## src/rtl/fifo_ram.sv

```systemverilog
// Simple dual-port DEPTH x WIDTH storage: one synchronous write port and one
// registered read port with read enable. Only the read register is reset.
module fifo_ram #(
  parameter int WIDTH = 32,
  parameter int DEPTH = 32
) (
  input  logic                     clk,
  input  logic                     rst,
  input  logic                     we_i,
  input  logic [$clog2(DEPTH)-1:0] waddr_i,
  input  logic [WIDTH-1:0]         wdata_i,
  input  logic                     re_i,
  input  logic [$clog2(DEPTH)-1:0] raddr_i,
  output logic [WIDTH-1:0]         rdata_o
);

  logic [WIDTH-1:0] mem_q [DEPTH];
  logic [WIDTH-1:0] rdata_q;

  // Write port: array contents are intentionally never reset.
  always_ff @(posedge clk) begin
    if (we_i) begin
      mem_q[waddr_i] <= wdata_i;
    end
  end

  // Registered read port; holds its value when no read is enabled.
  always_ff @(posedge clk or posedge rst) begin
    if (rst) begin
      rdata_q <= {WIDTH{1'b0}};
    end else if (re_i) begin
      rdata_q <= mem_q[raddr_i];
    end
  end

  assign rdata_o = rdata_q;

endmodule

```

## src/rtl/fifo.sv

```systemverilog
// Circular-buffer FIFO with DEPTH-1 usable slots; pointers, occupancy count and
// flags live here, storage and the registered read data live in fifo_ram.
module fifo #(
  parameter int WIDTH = 32,
  parameter int DEPTH = 32
) (
  input  logic                     clk,
  input  logic                     rst,
  output logic                     empty,
  output logic                     full,
  output logic [$clog2(DEPTH)-1:0] count,
  input  logic                     rd,
  output logic [WIDTH-1:0]         dout,
  input  logic                     wr,
  input  logic [WIDTH-1:0]         din
);

  localparam int AW = $clog2(DEPTH);
  localparam logic [AW-1:0] CNT_MAX = AW'(DEPTH - 1);
  localparam logic [AW-1:0] ONE     = AW'(1);

  logic [AW-1:0] wptr_q, wptr_d;
  logic [AW-1:0] rptr_q, rptr_d;
  logic [AW-1:0] count_q, count_d;
  logic          wr_ok, rd_ok;

  // Acceptance is judged on the pre-edge flags, so a simultaneous rd/wr on an
  // empty (or full) FIFO only accepts the write (or the read).
  always_comb begin
    wr_ok   = wr && !full;
    rd_ok   = rd && !empty;
    wptr_d  = wptr_q;
    rptr_d  = rptr_q;
    count_d = count_q;
    if (wr_ok) begin
      wptr_d = wptr_q + ONE;
    end else begin
      wptr_d = wptr_q;
    end
    if (rd_ok) begin
      rptr_d = rptr_q + ONE;
    end else begin
      rptr_d = rptr_q;
    end
    case ({wr_ok, rd_ok})
      2'b10:   count_d = count_q + ONE;
      2'b01:   count_d = count_q - ONE;
      default: count_d = count_q;
    endcase
  end

  // Pointer and occupancy registers.
  always_ff @(posedge clk or posedge rst) begin
    if (rst) begin
      wptr_q  <= {AW{1'b0}};
      rptr_q  <= {AW{1'b0}};
      count_q <= {AW{1'b0}};
    end else begin
      wptr_q  <= wptr_d;
      rptr_q  <= rptr_d;
      count_q <= count_d;
    end
  end

  assign count = count_q;
  assign empty = (count_q == {AW{1'b0}});
  assign full  = (count_q == CNT_MAX);

  fifo_ram #(
    .WIDTH(WIDTH),
    .DEPTH(DEPTH)
  ) u_ram (
    .clk    (clk),
    .rst    (rst),
    .we_i   (wr_ok),
    .waddr_i(wptr_q),
    .wdata_i(din),
    .re_i   (rd_ok),
    .raddr_i(rptr_q),
    .rdata_o(dout)
  );

endmodule

```

## config.mk

```make
export PLATFORM = sky130hd
export DESIGN_NAME = fifo
export DESIGN_NICKNAME = d
export VERILOG_FILES = /design/src/rtl/fifo_ram.sv /design/src/rtl/fifo.sv
export SDC_FILE = /design/constraint.sdc
export NUM_CORES = 1
export LEC_CHECK = 0
export CAP_MARGIN = 10
export CELL_PAD_IN_SITES_DETAIL_PLACEMENT = 0
export CELL_PAD_IN_SITES_GLOBAL_PLACEMENT = 2
export CORE_ASPECT_RATIO = 0.6
export CORE_MARGIN = 2
export CORE_UTILIZATION = 50
export DETAILED_ROUTE_END_ITERATION = 6
export GPL_TIMING_DRIVEN = 0
export PLACE_DENSITY = 0.91
export SYNTH_ARGS = -nofsm -noshare
export SYNTH_HDL_FRONTEND = slang
export SYNTH_HIERARCHICAL = 1
export SYNTH_SLANG_ARGS = --single-unit
```

## constraint.sdc

```tcl
create_clock -name clk -period 6.9 [get_ports clk]
set_clock_uncertainty 0.1 [all_clocks]
set_input_delay 1.38 -clock clk [delete_from_list [all_inputs] [get_ports clk]]
set_output_delay 1.38 -clock clk [all_outputs]
set_load 0.02 [all_outputs]
```

==> results.json <==
{
  "rr_worst_depth": 7,
  "period_used_pct": 55.86,
  "hold_end": "u_ram/rdata_o[7]",
  "power.leakage_nw": 16.44,
  "crit_required_ps": 7170,
  "wl_per_cell_um": 32.31,
  "grt_max_degree": 33,
  "min_path_type": "reg2reg",
  "combPwrFrac_pct": 33.7,
  "worstPathMaxFanout": 18,
  "vdd_drop_max_uv": 303.5,
  "rrSetupSlack_ps": 3580,
  "area_growth_pct": 15.21,
  "synth.area.top_cells": "edfxtp_1 (74%), mux2i_1 (12%), a22oi_1 (4.6%), dfrtp_1 (2.8%), a21oi_1 (1.6%)",
  "r2r_end": "u_ram/mem_q[24][28]",
  "drcViolationCount": 0,
  "syn_area_per_cell_um2": 18.32,
  "crit_type": "in2reg",
  "yosys_area_um2": 41740,
  "chipArea_um2": 85890,
  "synth.top_cell.area_share_pct": 73.66,
  "pwr-share-seq_pct": 39.2,
  "r2r_start": "count[0]",
  "cts.path.max_buffers": 3,
  "ys.flop_type": "edfxtp_1",
  "vias": 23670,
  "largest_area_cell": "edfxtp_1",
  "synth_flop_count": 1071,
  "gr-usage-met1_pct": 40.79,
  "cp-end-kind": "register",
  "setup-tns-final_ps": 0,
  "warning_count": 27,
  "min_from": "u_ram/rdata_o[7]",
  "synth-edff-count": 1024,
  "io_pins": 75,
  "top_usage_layer": "met1",
  "cts_tree": "yes",
  "netlist_instances": 2279,
  "p_switching_mw": 6.986,
  "first_pass_iters": 7,
  "grt_pass1_wl_um": 165300,
  "met3_usage_pct": 8.037,
  "fillCellCount": 6040,
  "htree_levels": 3,
  "slew_headroom_pct": 9.672,
  "whs_path_depth": 1,
  "fmax_ghz": 0.2594,
  "fp-utilization_pct": 50.23,
  "top_cell": "edfxtp_1",
  "drive_gt1_share_pct": 12.63,
  "clkTransAtPathRegs_ps": 60,
  "yosys_warnings": 6,
  "yosysCellCount": 2279,
  "nets": 2529,
  "antenna_found_initial": 1,
  "met2_usage_pct": 39.22,
  "root_buffer": "clkbuf_16",
  "fin_util_pct": 57.87,
  "max-cap-violations": 0,
  "cts_setup_buffers": 0,
  "post_cts_resized": 0,
  "arrival_ps": 4130,
  "drtIter0Drc": 3316,
  "grt_use_total_pct": 27.39,
  "ys_seq_share_pct": 76.48,
  "fp-row-count": 82,
  "yosys-top-cells-count": "edfxtp_1 (1024), mux2i_1 (513), a22oi_1 (256)",
  "grt_pass1_vias": 22590,
  "drtAntennaViolNets": 0,
  "swShare_pct": 34.71,
  "core_um2": 83100,
  "setup_viol": 0,
  "syn-cell-area_um2": 41740,
  "tightest_slew_ps": 1355,
  "dpl.hpwl_um": 74820,
  "vias_per_cell": 6.468,
  "syn_nets": 2322,
  "synth.distinct_cells": 42,
  "finalCriticalPeriod_ps": 3855,
  "gp_congestion": 0.8296,
  "ys_async_sr_fraction_pct": 4.388,
  "crit_path_start_kind": "input port",
  "hold_violations": 0,
  "hold_buffers": 0,
  "outcome": "finished clean",
  "finalMaxSlewViolations": 0,
  "port_buffers": 74,
  "routed_wl_um": 118200,
  "fp.dieH_um": 227.8,
  "power.internal_mw": 13.14,
  "power.density_nw_per_um2": 418.5,
  "dieWidth_um": 377.0,
  "hold_ws_ps": 407.6,
  "rsz0062_at_grt": "false",
  "gr-total-overflow": 0,
  "power_frac_clock_pct": 27.1
}
-- cell families after synthesis --
family                   Yosys count  synth area share, %
multiplexers                     546                13.20
AND/OR/NAND/NOR                  112                1.430
AND-OR/OR-AND                    394                6.307
adder cells (fa/ha/maj)            7               0.2278
flip-flops                      1071                76.48
buffers and inverters            138                2.122
XOR/XNOR                          11               0.2308
-- layout by cell type, fill, tap and decap left out, types with 47 or more instances in the layout --
cell / instances
dfrtp_1: 47
a22oi_1: 256
edfxtp_1: 1024
clkdlybuf4s50_1: 74
mux2i_1: 513
clkbuf_1: 74
a21oi_1: 130
clkbuf_16: 96
-- metal layers --
layer  up-vias  wire length, um  part of all wire (%)
met5         -                0                     0
met4         0             3149                   2.7
met3       216            15640                    13
met2      1645            50830                    43
met1     12180            48610                    41
li1       9631                -                     -
-- power groups by stage --
stage / clock network, mW / logic (mW) / registers [mW]
6_report: 5.46 / 6.78 / 7.89
5_1_grt: 5.78 / 6.98 / 7.93
4_1_cts: 5.50 / 6.61 / 7.89
3_5_place_dp: 0 / 6.58 / 8.03
3_3_place_gp: 0 / 6.26 / 8.04
2_1_floorplan: 0 / 3.79 / 8.10
-- per-stage QoR --
stage | cell area (um2) | setup WS (ps) | std cells | power [mW]
after floorplan | 41740 | 2775 | 2279 | 11.89
final | 48090 | 3045 | 3659 | 20.13
after detailed placement | 44880 | 2393 | 3482 | 14.61
after CTS | 48070 | 3023 | 3657 | 20.00
after global routing | 48090 | 2945 | 3659 | 20.69
after global placement | 43850 | 117.1 | 3445 | 14.30
-- cell type report --
type / instances / area (um2) / share of cell area [%]
timing repair buffer: 112 / 1551 / 3.226
antenna: 1 / 2.502 / 0.005203
inverter: 6 / 22.52 / 0.04683
buffer: 132 / 863.3 / 1.795
clock inverter: 45 / 561.8 / 1.168
sequential: 1071 / 31930 / 66.38
clock buffer: 130 / 2629 / 5.466
multi-input combinational: 1070 / 9171 / 19.07
tap: 1092 / 1366 / 2.841
-- flip-flops by register name (all words and copies together), names as in the netlist --
register / flops
count: 5
u_ram/rdata_o: 32
rptr_q: 5
wptr_q: 5
u_ram/mem_q: 1024
-- critical path, cell delays in order --
cell and delay (ps):
clkdlybuf4s50_1 470, o21ai_2 90, inv_1 180, or3b_2 450
clkbuf_1 420, nor2_4 820, buf_12 280
-- how the worst max path moves through the flow --
| stage | startpoint | end | slack (ps) | depth (start not counted) |
|---|---|---|---|---|
| global route | wr | u_ram/mem_q[27][0] | 2940 | 6 |
| global placement | wr | u_ram/mem_q[0][20] | 120 | 6 |
| floorplan | wr | u_ram/mem_q[12][0] | 2770 | 5 |
| finish | wr | u_ram/mem_q[24][28] | 3050 | 7 |
| CTS | count[1] | empty | 3020 | 3 |
| detailed placement | wr | u_ram/mem_q[24][27] | 2390 | 7 |
Fig. 1: power grid
Bar = 100 um. Pins as bars on the die edge.
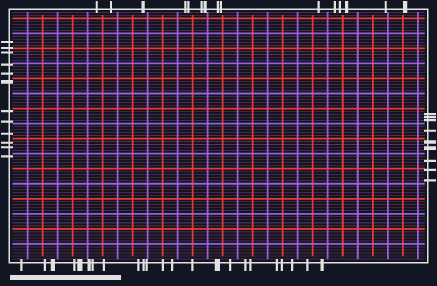
Key: VDD = red; VSS = purple
75 signal pins sit on the boundary. 27 straps on met4. 16 straps on met5. 83 met1 rails follow the rows.

Fig. 2: cells coloured by class
Fill, decap, tap and diode cells in grey.
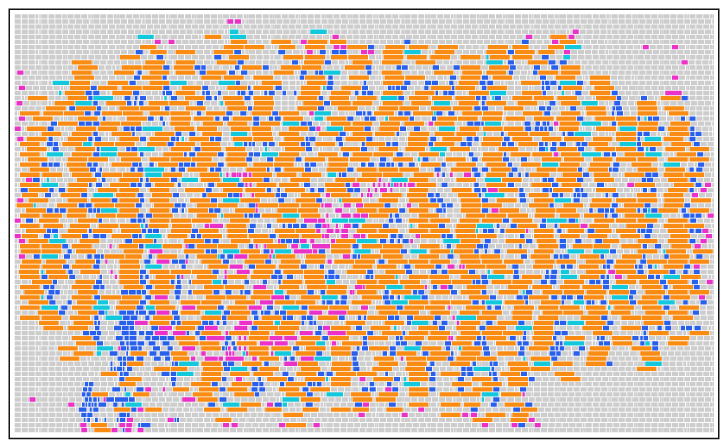
Key: all other logic = blue [cells 1076, share of their area 20%]; clock drivers and dummy loads = cyan [cells 175, share of their area 6.8%]; flops = orange [cells 1071, share of their area 68%]; other buffers and delay cells = magenta [cells 244, share of their area 5.2%]

Fig. 3: clock network drawn from the DEF
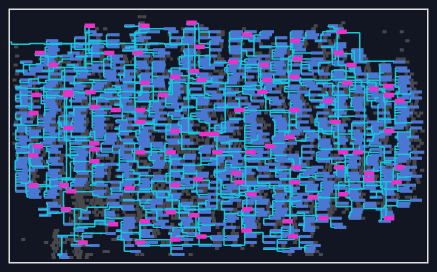
Key: clock wires = cyan [length 11400 um]; cells driving clock nets = magenta [count 93]; flip-flops = blue [count 1071]
Position of the flops: all over the die.

Fig. 4: routed metal, one colour a layer
Bar = 100 um. Two of the layers only.
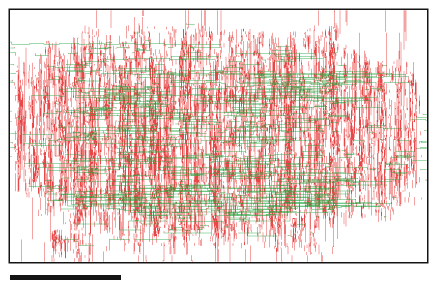
Key: met2 = red [wire length 50.8 mm]; met3 = green [wire length 15600 um]

Fig. 5: clock routing
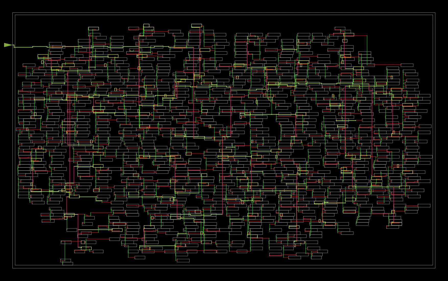
seq_cells: 1071
Clk Latency, worst-skew pair: 690 ps
CTS Buf Count: 93
clk sinks: 1071
clock buffers: 130

No activity file was given, so power comes from the tool's default toggle rates.
